==> src/rtl/multi_cycle_controller_pkg.sv <==
// Shared constants for the multi-cycle MIPS-subset controller: FSM states,
// opcode/funct codes, ALU control codes and the control-line bundle.
package multi_cycle_controller_pkg;

  typedef enum logic [3:0] {
    S_IF, S_ID, S_EX_R, S_EX_I, S_ADDR, S_MEM_RD, S_MEM_WR,
    S_WB_R, S_WB_I, S_WB_MEM, S_BR, S_JMP
  } state_t;

  localparam logic [5:0] OP_RTYPE = 6'b000000;
  localparam logic [5:0] OP_LW    = 6'b100011;
  localparam logic [5:0] OP_SW    = 6'b101011;
  localparam logic [5:0] OP_BEQ   = 6'b000100;
  localparam logic [5:0] OP_ADDI  = 6'b001000;
  localparam logic [5:0] OP_SLTI  = 6'b001010;
  localparam logic [5:0] OP_J     = 6'b000010;
  localparam logic [5:0] OP_JAL   = 6'b000011;

  localparam logic [5:0] F_ADD = 6'b100000;
  localparam logic [5:0] F_SUB = 6'b100010;
  localparam logic [5:0] F_AND = 6'b100100;
  localparam logic [5:0] F_OR  = 6'b100101;
  localparam logic [5:0] F_SLT = 6'b101010;
  localparam logic [5:0] F_JR  = 6'b001000;

  localparam logic [2:0] ALU_AND = 3'b000;
  localparam logic [2:0] ALU_OR  = 3'b001;
  localparam logic [2:0] ALU_ADD = 3'b010;
  localparam logic [2:0] ALU_SUB = 3'b110;
  localparam logic [2:0] ALU_SLT = 3'b111;

  typedef struct packed {
    logic       pc_write;
    logic       ir_write;
    logic       reg_dst;
    logic       jal_reg;
    logic       pc_to_reg;
    logic       alu_src;
    logic       mem_to_reg;
    logic       jump_sel;
    logic       pc_jump;
    logic       pc_src;
    logic       reg_write;
    logic       mem_read;
    logic       mem_write;
    logic [2:0] alu_cntrl;
    logic       illegal_instr;
  } ctl_t;

endpackage

==> src/rtl/multi_cycle_controller_alu_op_decoder.sv <==
// ALU operation decoder: maps opcode class and funct to alu_cntrl and flags
// R-type funct codes that are not ALU operations.
module alu_op_decoder
  import multi_cycle_controller_pkg::*;
(
  input  logic [5:0] opcode,
  input  logic [5:0] funct,
  output logic [2:0] alu_cntrl,
  output logic       not_alu_funct
);

  always_comb begin
    alu_cntrl     = ALU_ADD;
    not_alu_funct = 1'b0;
    case (opcode)
      OP_RTYPE: begin
        case (funct)
          F_ADD:   alu_cntrl = ALU_ADD;
          F_SUB:   alu_cntrl = ALU_SUB;
          F_AND:   alu_cntrl = ALU_AND;
          F_OR:    alu_cntrl = ALU_OR;
          F_SLT:   alu_cntrl = ALU_SLT;
          default: not_alu_funct = 1'b1;
        endcase
      end
      OP_SLTI: alu_cntrl = ALU_SLT;
      OP_BEQ:  alu_cntrl = ALU_SUB;
      default: alu_cntrl = ALU_ADD;
    endcase
  end

endmodule

==> src/rtl/multi_cycle_controller.sv <==
// Multi-cycle control FSM for the MIPS-subset core. Optional retired-instruction
// counter is built only when RETIRE_CNT_EN is defined; otherwise retired_cnt is 0.
module multi_cycle_controller
  import multi_cycle_controller_pkg::*;
(
  input  logic        clk,
  input  logic        rst,
  input  logic [5:0]  opcode,
  input  logic [5:0]  funct,
  input  logic        zero,
  input  logic        mem_ready,
  output logic        pc_write,
  output logic        ir_write,
  output logic        reg_dst,
  output logic        jal_reg,
  output logic        pc_to_reg,
  output logic        alu_src,
  output logic        mem_to_reg,
  output logic        jump_sel,
  output logic        pc_jump,
  output logic        pc_src,
  output logic        reg_write,
  output logic        mem_read,
  output logic        mem_write,
  output logic [2:0]  alu_cntrl,
  output logic        illegal_instr,
  output logic [31:0] retired_cnt
);

  state_t     state_q, state_d;
  logic [5:0] op_q, op_d, funct_q, funct_d;
  logic [2:0] dec_alu;
  logic       dec_not_alu;
  ctl_t       ctl, ctl_out;

  // Opcode/funct are captured during decode; later states see only the copy.
  always_comb begin
    op_d    = op_q;
    funct_d = funct_q;
    if (state_q == S_ID) begin
      op_d    = opcode;
      funct_d = funct;
    end
  end

  alu_op_decoder u_alu_dec (
    .opcode        (op_d),
    .funct         (funct_d),
    .alu_cntrl     (dec_alu),
    .not_alu_funct (dec_not_alu)
  );

  // Memory handshake: mem_read/mem_write is the request and stays asserted,
  // unchanged, every cycle until the cycle in which mem_ready is sampled high.
  always_comb begin
    state_d       = state_q;
    ctl           = '0;
    ctl.alu_cntrl = ALU_ADD;
    case (state_q)
      S_IF: begin
        ctl.mem_read = 1'b1;
        if (mem_ready) begin
          ctl.ir_write = 1'b1;
          ctl.pc_write = 1'b1;
          state_d      = S_ID;
        end
      end
      S_ID: begin
        state_d = S_IF;
        case (opcode)
          OP_RTYPE: begin
            if (funct == F_JR)     state_d = S_JMP;
            else if (!dec_not_alu) state_d = S_EX_R;
            else                   ctl.illegal_instr = 1'b1;
          end
          OP_ADDI, OP_SLTI: state_d = S_EX_I;
          OP_LW, OP_SW:     state_d = S_ADDR;
          OP_BEQ:           state_d = S_BR;
          OP_J, OP_JAL:     state_d = S_JMP;
          default:          ctl.illegal_instr = 1'b1;
        endcase
      end
      S_EX_R: begin
        ctl.alu_cntrl = dec_alu;
        state_d       = S_WB_R;
      end
      S_EX_I: begin
        ctl.alu_src   = 1'b1;
        ctl.alu_cntrl = dec_alu;
        state_d       = S_WB_I;
      end
      S_ADDR: begin
        ctl.alu_src = 1'b1;
        state_d     = (op_q == OP_LW) ? S_MEM_RD : S_MEM_WR;
      end
      S_MEM_RD: begin
        ctl.mem_read = 1'b1;
        if (mem_ready) state_d = S_WB_MEM;
      end
      S_MEM_WR: begin
        ctl.mem_write = 1'b1;
        if (mem_ready) state_d = S_IF;
      end
      S_WB_R: begin
        ctl.reg_dst   = 1'b1;
        ctl.reg_write = 1'b1;
        state_d       = S_IF;
      end
      S_WB_I: begin
        ctl.reg_write = 1'b1;
        state_d       = S_IF;
      end
      S_WB_MEM: begin
        ctl.mem_to_reg = 1'b1;
        ctl.reg_write  = 1'b1;
        state_d        = S_IF;
      end
      S_BR: begin
        ctl.alu_cntrl = ALU_SUB;
        ctl.pc_write  = zero;
        ctl.pc_src    = 1'b1;
        state_d       = S_IF;
      end
      S_JMP: begin
        ctl.pc_write = 1'b1;
        ctl.pc_jump  = 1'b1;
        ctl.jump_sel = (op_q != OP_RTYPE);
        if (op_q == OP_JAL) begin
          ctl.reg_write = 1'b1;
          ctl.jal_reg   = 1'b1;
          ctl.pc_to_reg = 1'b1;
        end
        state_d = S_IF;
      end
      default: state_d = S_IF;
    endcase
  end

  // Reset silences every control line, not just the state register.
  assign ctl_out = rst ? '0 : ctl;

  assign pc_write      = ctl_out.pc_write;
  assign ir_write      = ctl_out.ir_write;
  assign reg_dst       = ctl_out.reg_dst;
  assign jal_reg       = ctl_out.jal_reg;
  assign pc_to_reg     = ctl_out.pc_to_reg;
  assign alu_src       = ctl_out.alu_src;
  assign mem_to_reg    = ctl_out.mem_to_reg;
  assign jump_sel      = ctl_out.jump_sel;
  assign pc_jump       = ctl_out.pc_jump;
  assign pc_src        = ctl_out.pc_src;
  assign reg_write     = ctl_out.reg_write;
  assign mem_read      = ctl_out.mem_read;
  assign mem_write     = ctl_out.mem_write;
  assign alu_cntrl     = ctl_out.alu_cntrl;
  assign illegal_instr = ctl_out.illegal_instr;

  always_ff @(posedge clk or posedge rst) begin
    if (rst) begin
      state_q <= S_IF;
      op_q    <= '0;
      funct_q <= '0;
    end else begin
      state_q <= state_d;
      op_q    <= op_d;
      funct_q <= funct_d;
    end
  end

`ifdef RETIRE_CNT_EN
  logic [31:0] cnt_q, cnt_d;
  logic        retire;

  // Final cycle of every legal instruction; branch outcome does not matter.
  assign retire = (state_q == S_WB_R) || (state_q == S_WB_I) ||
                  (state_q == S_WB_MEM) || (state_q == S_BR) ||
                  (state_q == S_JMP) || ((state_q == S_MEM_WR) && mem_ready);

  always_comb begin
    cnt_d = cnt_q;
    if (retire) cnt_d = cnt_q + 32'd1;
  end

  always_ff @(posedge clk or posedge rst) begin
    if (rst) cnt_q <= '0;
    else     cnt_q <= cnt_d;
  end

  assign retired_cnt = cnt_q;
`else
  assign retired_cnt = '0;
`endif

endmodule

==> config.mk <==
export PLATFORM = sky130hd
export DESIGN_NAME = multi_cycle_controller
export DESIGN_NICKNAME = d
export VERILOG_FILES = /design/src/rtl/multi_cycle_controller_pkg.sv /design/src/rtl/multi_cycle_controller_alu_op_decoder.sv /design/src/rtl/multi_cycle_controller.sv
export SDC_FILE = /design/constraint.sdc
export NUM_CORES = 1
export LEC_CHECK = 0
export ABC_CLOCK_PERIOD_IN_PS = 5200
export CAP_MARGIN = 15
export CELL_PAD_IN_SITES_DETAIL_PLACEMENT = 0
export CELL_PAD_IN_SITES_GLOBAL_PLACEMENT = 1
export CORE_MARGIN = 2
export CORE_UTILIZATION = 32
export CTS_CLUSTER_SIZE = 30
export DETAILED_ROUTE_END_ITERATION = 8
export PLACE_DENSITY_LB_ADDON = 0.3
export SYNTH_ARGS = -nofsm -noshare
export SYNTH_HDL_FRONTEND = slang
export SYNTH_SLANG_ARGS = --single-unit
==> constraint.sdc <==
create_clock -name clk -period 5.2 [get_ports clk]
set_input_delay 1.04 -clock clk [delete_from_list [all_inputs] [get_ports clk]]
set_output_delay 1.04 -clock clk [all_outputs]
set_load 0.005 [all_outputs]
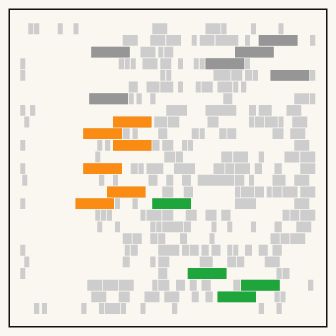
flops_by_reg.png
| netlist name | color | flops |
|---|---|---|
| op_q | orange | 6 |
| state_q | green | 4 |
register cell area after layout: 400 µm²
sequential logic power: 0.298 mW

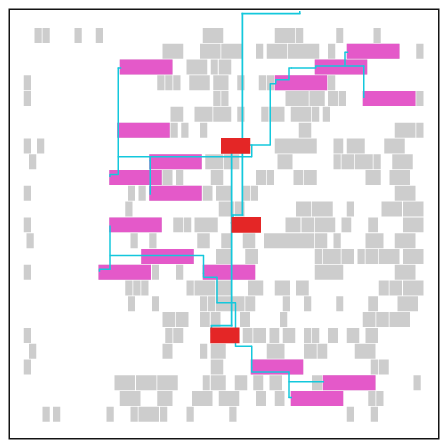
clk_routes.png
[clock wires] cyan | length: 256 µm
[clock drivers] red | count: 3
[flip-flops] magenta | count: 16
routed clock nets: 4
relative contribution of the clock network to total power: 15.0%
Post-Route Skew: 0.00374 ns
clock network power consumption: 0.113 mW

==> results.rst <==
Metrics
=======

.. list-table::
   :header-rows: 1

   * - Metric
     - Value
   * - Post-route clock period utilization
     - 77.8%
   * - Max-Cap Viols
     - 0
   * - Total number of vias
     - 1,435
   * - Die width
     - 73.7 µm
   * - First-pass GRT wire length
     - 6.29 mm
   * - Fraction of final layout cells with drive strength greater than 1
     - 5.19%
   * - Yosys stat area
     - 1560 µm²
   * - Sum of overflow across all layers after global routing
     - 0
   * - Layout Nets
     - 248
   * - Length in cells of the worst reg-to-reg path
     - 3
   * - Clock root cell
     - sky130_fd_sc_hd__clkbuf_8
   * - Post-route cell area
     - 1810 µm²
   * - Detailed placement HPWL
     - 2.89 mm
   * - Max incr delay on CP
     - 0.58 ns
   * - Mapped Cells
     - 209
   * - Unique cell type count in the Yosys netlist
     - 42
   * - Result of the run
     - complete, no violations
   * - Mean routed wirelength per cell
     - 13.6 µm
   * - Synthesis-to-finish area growth
     - 16.5%
   * - TritonCTS clock tree
     - built
   * - Vias per Instance
     - 5.04
   * - Fmax
     - 247 MHz
   * - Overall routing resource usage
     - 14.9%
   * - CP arrival
     - 3.00 ns
   * - Slew HR
     - 46.9%
   * - Startpoint of the lowest-slack hold path
     - funct_q[5]
   * - Startpoint-to-endpoint class of the critical path
     - input pin to primary output
   * - Commonest cells after routing, fill and taps aside
     - 40 x sky130_fd_sc_hd__nand2_1, 32 x sky130_fd_sc_hd__conb_1, 32 x sky130_fd_sc_hd__clkdlybuf4s50_1, 16 x sky130_fd_sc_hd__dfrtp_1, 13 x sky130_fd_sc_hd__nor2_1
   * - Mapped Avg Cell Area
     - 7.45 µm²
   * - Slew @ Worst Pin
     - 0.797 ns
   * - Most frequent CP cell
     - sky130_fd_sc_hd__clkdlybuf4s50_1
   * - Via count of the first global-routing pass
     - 1,262
   * - Largest area contributor in the synthesized netlist
     - sky130_fd_sc_hd__dfrtp_1
   * - Share of synthesized registers carrying an async set or reset
     - 100%
   * - Depth of the worst hold-timing path
     - 2
   * - Number of setup violations in the final report
     - 0
   * - Summed instance area of the synthesized netlist
     - 1560 µm²
   * - Sink Count
     - 16
   * - Post-DRT Antenna Nets
     - 0
   * - R2r startpoint
     - state_q[2]
   * - Boundary pin count
     - 65
   * - Post-CTS Hold Buffers
     - 0
   * - Placed standard-cell area
     - 1760 µm²
   * - Hold WC Path Type
     - flip-flop to flip-flop
   * - Clock latency at the later pin of the worst-skew pair
     - 0.26 ns
   * - Critical-path top delay cell
     - sky130_fd_sc_hd__clkdlybuf4s50_1
   * - Number of buffers created by CTS
     - 3
   * - Setup repair after global routing missed its margin
     - false
   * - Count of final hold-check violations
     - 0
   * - Height of the die
     - 73.7 µm
   * - Largest net degree at the start of global routing
     - 27
   * - Startpoint class of the critical path
     - input pin
   * - Dominant cell area share
     - 25.7%
   * - Count of buffers added by post-CTS timing repair for setup
     - 0
   * - DR iter-0 viols
     - 82
   * - Critical Path RT
     - 4.16 ns
   * - Total of fill cells in the finished design
     - 514
   * - Area of the die
     - 5440 µm²
   * - Number of H-tree levels
     - 1
   * - Comb area
     - 943 µm²
   * - Final WL
     - 3.86 mm
   * - Number of buffer and inverter instances along the worst setup path
     - 2
   * - Final number of max-transition violations
     - 0
   * - Post-synth tally of flip-flops with integrated enable
     - 0
   * - Setup TNS Final
     - 0 ns
   * - Number of synthesized register bits
     - 16
   * - R2R Path End
     - state_q[1]
   * - Placeable core region
     - 4690 µm²
   * - Capturing element type of the critical path
     - primary output
   * - Routability Congestion
     - 0.795
   * - Final Critical Period
     - 4.04 ns
   * - Largest vdd supply drop
     - 0.104 mV
   * - Main synth FF type
     - sky130_fd_sc_hd__dfrtp_1
   * - Series of cell instances along the critical path
     - clkdlybuf4s50_1 -> nand2b_1 -> nor3_1 -> or3_1 -> a211oi_1 -> clkdlybuf4s50_1
   * - Yosys Instances
     - 209
   * - Highest net fanout along the worst path
     - 9
   * - Total power of the final layout
     - 0.755 mW
   * - Worst-case setup margin in the final layout
     - 1.16 ns
   * - Rows
     - 25
   * - Initial antenna violation count
     - 0
   * - Worst reg2reg setup slack
     - 2.89 ns
   * - Worst-case hold path end point
     - funct_q[5]
   * - Remaining DRCs
     - 0
   * - Dominant logic cell type in the layout
     - sky130_fd_sc_hd__nand2_1
   * - Crit path max-delay family
     - buffers and inverters
   * - Number of gates given a new drive strength after cts
     - 0
   * - Bufs on Longest Clock Path
     - 2
## routing by layer
metal	wire (µm)	up-vias	GRT usage (%)
li1	-	710	-
met1	1880	668	21.6
met2	1730	52	22.8
met3	184	5	1.65
met4	65	0	5.45
met5	0	-	0
## sequential cells by signal (all words and copies together) (netlist names)
name / cells
state_q: 4
funct_q: 6
op_q: 6
## how the worst max path moves through the flow
stage | endpoint | slack (ns) | cells after the start
after CTS | illegal_instr | 1.14 | 6
after global routing | illegal_instr | 1.09 | 6
final | illegal_instr | 1.16 | 6
after global placement | illegal_instr | 1.12 | 6
after detailed placement | illegal_instr | 1.15 | 6
after floorplan | illegal_instr | 2.28 | 4
## area by class of cell
cell class,instances,share of cell area (%)
well taps,54,3.73
multi-input cells,173,52.0
flip-flops and latches,16,22.1
repair buffers,33,18.1
inverters,5,1.04
clock buffers,4,3.04
## logic make-up after synthesis
kind of cell,share of synthesized area (%)
AND/OR/NAND/NOR,34.2
buffers and inverters,21.1
AND-OR/OR-AND,17.0
flip-flops,25.7
multiplexers,1.69
other,0.241
## stage by stage
step	hold slack, ns	instances	utilization (%)
6_report	0.476	285	38.6
5_1_grt	0.536	285	38.6
4_1_cts	0.480	285	38.6
3_5_place_dp	0.462	281	37.5
3_3_place_gp	0.456	281	37.5
2_1_floorplan	0.438	240	-
## cells in the mapped netlist, drive strengths merged (2+ instances only)
master and instances:
a2111oi 2, a211oi 3, a21oi 12, a31oi 2, and3 4, buf 37
clkbuf 9, dfrtp 16, inv 5, mux2 2, nand2 40, nand2b 8
nand3b 4, nor2 13, nor2b 2, nor3 7, nor4 6, nor4b 4
o211ai 3, o21ai 10, o21bai 2, or3 3
## worst register-to-register path, delay by kind of cell (launching register included)
| family | cells | cell delay (ns) |
|---|---|---|
| flops | 1 | 0.67 |
| simple gates | 1 | 0.76 |
| compound gates | 2 | 0.82 |
## power by group
part	total (mW)	switching, mW	internal (mW)
Sequential	0.298	0.113	0.185
Clock	0.113	0.0460	0.0673
Combinational	0.343	0.170	0.173
No activity file was given, so power comes from the tool's default toggle rates.
